==> images/layers.png <==
Bar = 20 µm. Two of the layers only.
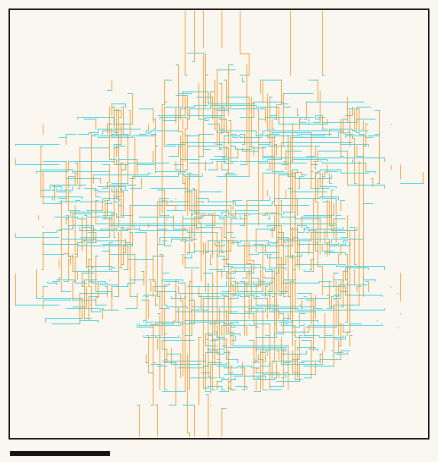
==> images/floorplan.png <==
Bar = 20 µm. Pins as bars on the die edge.
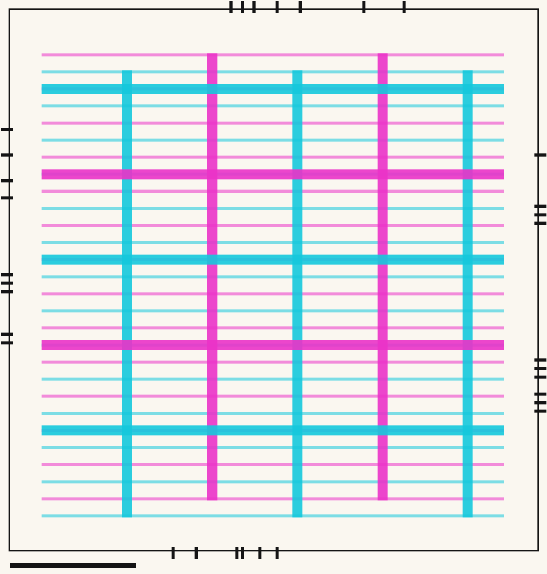
File: src/rtl/score_keeper.sv
// Score, lives and high-score tracker feeding the BCD display converters.
// Sequences the game through IDLE, PLAY, DYING (freeze) and OVER.
module score_keeper #(
  parameter int MAX_SCORE     = 999,
  parameter int PELLET_PTS    = 1,
  parameter int POWER_PTS     = 5,
  parameter int GHOST_BASE    = 20,
  parameter int START_LIVES   = 3,
  parameter int FREEZE_CYCLES = 8
) (
  input  logic       clk,
  input  logic       reset,
  input  logic       game_start,
  input  logic       pellet_eaten,
  input  logic       power_eaten,
  input  logic       ghost_eaten,
  input  logic       pacman_caught,
  output logic [9:0] score,
  output logic [9:0] high_score,
  output logic [1:0] lives,
  output logic       playing,
  output logic       frozen,
  output logic       game_over
);

  localparam int FW = (FREEZE_CYCLES > 1) ? $clog2(FREEZE_CYCLES) : 1;
  localparam logic [11:0]   MAX_W    = 12'(MAX_SCORE);
  localparam logic [11:0]   PELLET_W = 12'(PELLET_PTS);
  localparam logic [11:0]   POWER_W  = 12'(POWER_PTS);
  localparam logic [11:0]   GHOST_W  = 12'(GHOST_BASE);
  localparam logic [1:0]    LIVES_W  = 2'(START_LIVES);
  localparam logic [FW-1:0] FREEZE_W = FW'(FREEZE_CYCLES - 1);

  typedef enum logic [1:0] {
    IDLE  = 2'd0,
    PLAY  = 2'd1,
    DYING = 2'd2,
    OVER  = 2'd3
  } state_t;

  state_t      state_r;
  logic [9:0]  score_r;
  logic [9:0]  high_score_r;
  logic [1:0]  lives_r;
  logic [1:0]  combo_r;
  logic [FW-1:0] freeze_r;
  logic        playing_r;
  logic        frozen_r;
  logic        game_over_r;

  logic [1:0]  combo_base_s;
  logic [1:0]  combo_next_s;
  logic [11:0] points_s;
  logic [11:0] sum_s;
  logic [9:0]  score_next_s;

  function automatic logic [9:0] max10(input logic [9:0] a, input logic [9:0] b);
    if (a > b) begin
      return a;
    end else begin
      return b;
    end
  endfunction

  // Points and combo for this cycle; a power pellet restarts the combo before any ghost is valued.
  always_comb begin
    combo_base_s = combo_r;
    combo_next_s = combo_r;
    points_s     = 12'd0;
    sum_s        = 12'd0;
    score_next_s = score_r;
    if (power_eaten) begin
      combo_base_s = 2'd0;
    end else begin
      combo_base_s = combo_r;
    end
    combo_next_s = combo_base_s;
    if (pellet_eaten) begin
      points_s = points_s + PELLET_W;
    end else begin
      points_s = points_s;
    end
    if (power_eaten) begin
      points_s = points_s + POWER_W;
    end else begin
      points_s = points_s;
    end
    if (ghost_eaten) begin
      points_s = points_s + (GHOST_W << combo_base_s);
      if (combo_base_s != 2'd3) begin
        combo_next_s = combo_base_s + 2'd1;
      end else begin
        combo_next_s = combo_base_s;
      end
    end else begin
      combo_next_s = combo_base_s;
    end
    sum_s = {2'b00, score_r} + points_s;
    if (sum_s > MAX_W) begin
      score_next_s = MAX_W[9:0];
    end else begin
      score_next_s = sum_s[9:0];
    end
  end

  // Game sequencer with all state and outputs registered.
  always_ff @(posedge clk) begin
    if (reset) begin
      state_r      <= IDLE;
      score_r      <= 10'd0;
      high_score_r <= 10'd0;
      lives_r      <= 2'd0;
      combo_r      <= 2'd0;
      freeze_r     <= {FW{1'b0}};
      playing_r    <= 1'b0;
      frozen_r     <= 1'b0;
      game_over_r  <= 1'b0;
    end else begin
      case (state_r)
        IDLE, OVER: begin
          if (game_start) begin
            state_r     <= PLAY;
            score_r     <= 10'd0;
            lives_r     <= LIVES_W;
            combo_r     <= 2'd0;
            playing_r   <= 1'b1;
            game_over_r <= 1'b0;
          end
        end
        PLAY: begin
          score_r <= score_next_s;
          if (pacman_caught) begin
            lives_r   <= (lives_r == 2'd0) ? 2'd0 : lives_r - 2'd1;
            freeze_r  <= FREEZE_W;
            combo_r   <= 2'd0;
            state_r   <= DYING;
            playing_r <= 1'b0;
            frozen_r  <= 1'b1;
          end else begin
            combo_r <= combo_next_s;
          end
        end
        DYING: begin
          if (freeze_r == {FW{1'b0}}) begin
            frozen_r <= 1'b0;
            if (lives_r == 2'd0) begin
              state_r      <= OVER;
              game_over_r  <= 1'b1;
              high_score_r <= max10(high_score_r, score_r);
            end else begin
              state_r   <= PLAY;
              playing_r <= 1'b1;
            end
          end else begin
            freeze_r <= freeze_r - FW'(1);
          end
        end
        default: begin
          state_r     <= IDLE;
          playing_r   <= 1'b0;
          frozen_r    <= 1'b0;
          game_over_r <= 1'b0;
        end
      endcase
    end
  end

  assign score      = score_r;
  assign high_score = high_score_r;
  assign lives      = lives_r;
  assign playing    = playing_r;
  assign frozen     = frozen_r;
  assign game_over  = game_over_r;

endmodule

File: config.mk
export PLATFORM = sky130hd
export DESIGN_NAME = score_keeper
export DESIGN_NICKNAME = d
export VERILOG_FILES = /design/src/rtl/score_keeper.sv
export SDC_FILE = /design/constraint.sdc
export NUM_CORES = 1
export LEC_CHECK = 0
export ABC_AREA = 1
export ABC_CLOCK_PERIOD_IN_PS = 2200
export CAP_MARGIN = 20
export CORE_AREA = 5 5 79 81
export DETAILED_ROUTE_END_ITERATION = 12
export DIE_AREA = 0 0 84 86
export GPL_TIMING_DRIVEN = 0
export HOLD_SLACK_MARGIN = 0.1
export PLACE_DENSITY = 0.78
export SLEW_MARGIN = 20
export SYNTH_ARGS = -nofsm -noshare
export SYNTH_HDL_FRONTEND = slang
export SYNTH_SLANG_ARGS = --single-unit
File: constraint.sdc
create_clock -name clk -period 2.2 [get_ports clk]
set_input_delay 0.22 -clock clk [delete_from_list [all_inputs] [get_ports clk]]
set_output_delay 0.22 -clock clk [all_outputs]
set_load 0.01 [all_outputs]
==> job_summary.md <==
### Metrics collected by this job

| Metric | Value |
|---|---|
| Run status | `finished with violations` |
| Failing checks | `negative setup slack` |
| Core outline area | `5410 µm²` |
| Worst-Margin Slew | `566 ps` |
| Log Warnings | `31` |
| Post-synth top flop | `sky130_fd_sc_hd__dfxtp_1` |
| Part of the power in registers | `30.5%` |
| Number of buffers created by CTS | `5` |
| Kind of cell with the highest combined delay on the critical path | `adder cells` |
| Reg-to-reg endpoint | `score[6]` |
| Fraction of final layout cells with drive strength greater than 1 | `19.5%` |
| Clock network power | `0.470 mW` |
| Total clock sinks | `32` |
| Worst r2r src | `combo_r[0]` |
| Number of hold violations in the final report | `0` |
| Met3 WL | `309 µm` |
| Detailed placement HPWL | `4300 µm` |
| Leakage | `1.36 nW` |
| Worst max-slew margin expressed relative to the limit | `62.1%` |
| Hold-critical path depth | `2` |
| Latest clock arrival within the worst-skew pair | `290 ps` |
| Area share of the leading cell type in the synthesized netlist | `27.3%` |
| Final tally of setup violations | `9` |
| RePlAce Congestion | `0.851` |
| R2R Setup Slk | `-110 ps` |
| Minimum clock period | `2340 ps` |
| Met2 wire len | `2710 µm` |
| Achievable clock frequency | `428 MHz` |
| Number of cells after detailed placement | `444` |
| Number of cell instances after yosys synthesis | `341` |
| Most frequent logic cells in the routed design | `sky130_fd_sc_hd__nand2_1, sky130_fd_sc_hd__inv_1, sky130_fd_sc_hd__clkdlybuf4s50_1` |
| Worst EP arrival | `2560 ps` |
| Number of standard cells in the layout, taps in and fillers out | `457` |
| Worst setup path endpoint | `score[6]` |
| Switching share of total power | `43.2%` |
| Total power density per cell area | `842 nW/µm²` |
| Crit-path slowest cell | `sky130_fd_sc_hd__clkdlybuf4s50_1` |
| Critical path's largest stage delay | `410 ps` |
| Met2 layer usage reported by global route | `27.3%` |
| Total of hold buffers inserted after clock tree synthesis | `0` |
| Most instantiated library cell after synthesis | `sky130_fd_sc_hd__nand2_1` |
| First-iteration detailed-routing DRC count | `115` |
| Die x size | `84 µm` |
| Gr usage total | `between 10% and 20%` |
| Top Consumer | `combinational logic` |
| Tightest Hold Check Type | `flop to flop` |
| Min setup slack post-route | `-136 ps` |
| Starting utilization of the core area | `43.4%` |
| Nets@finish | `419` |
| YS chip area | `2350 µm²` |
| Share of synthesized area occupied by flip-flops and latches | `27.3%` |
| Logic depth of the worst register-to-register path | `19` |
| Total detailed-routing wirelength | `5630 µm` |
| Post-detailed-route DRC marker count | `0` |
| Clock transition at path regs | `70 ps` |
| Worst setup slack after placement | `-681 ps` |
| Pin count of the biggest net entering global routing | `11` |
| Io pins | `32` |
| Synth top cells by count | `sky130_fd_sc_hd__nand2_1, sky130_fd_sc_hd__inv_1, sky130_fd_sc_hd__dfxtp_1` |
| Crit. path cell count | `15` |
| Cell internal power dissipation | `1.45 mW` |
| Standard-cell row count | `27` |
| Length of routed wiring on met1 | `between 2000 and 3000 µm` |
| Part of the cycle the worst path needs | `106%` |
| Y dimension of the die | `about 86 µm` |
| Maximum fanout along the worst path | `7` |
| Most used cell along the critical path | `sky130_fd_sc_hd__nand2_2` |
| Quantity of I/O buffers inserted on ports | `31` |
| WL/cell | `12.3 µm` |
| Post-Route Skew | `roughly 4.8 ps` |
| Nets in the synthesized netlist | `376` |
| Cell Area, Synth | `2350 µm²` |
| Chip Footprint | `7220 µm²` |
| Data required time of the critical path | `2420 ps` |
| Minimum hold slack | `roughly 470 ps` |
| Sum of negative setup slack | `-699 ps` |
| Max-slew violation count | `0` |
| Count of flip-flops with a built-in enable after synthesis | `0` |
| Worst Min Path Start | `frozen` |
| Worst IR drop on VDD | `688 µV` |
| Clock Power Share | `18.4%` |
Notes on layers.png above:
orange -> M2  # wire length 2710 µm
cyan -> M1  # wire length 2500 µm

Notes on floorplan.png above:
cyan -> VSS
magenta -> VDD
met1 rails = 28
met5 straps = 5
rows = 27

## area by class of cell
class | instances | area, µm²
Clock inverter | 2 | 10.0
Inverter | 50 | 188
Buffer | 6 | 56.3
Sequential cell | 32 | 648
Tap cell | 72 | 90.1
Clock buffer | 6 | 82.6
Fill cell | 505 | 2360
Multi-Input combinational cell | 253 | 1620
Timing Repair Buffer | 36 | 345
## repair_timing
action / in CTS / in global routing
pin swaps: 14 / 14
cloned: 0 / 1
resized: 29 / 17
buffers inserted: 5 / 0
endpoints found under the setup margin: 20 / 20
## logic make-up after synthesis
family | after synthesis | synth area share [%]
simple gates | 168 | 32.4
xor+xnor | 1 | 0.373
other cells | 1 | 0.160
fa+ha+maj | 28 | 15.2
flops | 32 | 27.3
buf+inv | 57 | 10.5
compound gates | 54 | 14.1
Power and IR drop assume default switching activity.
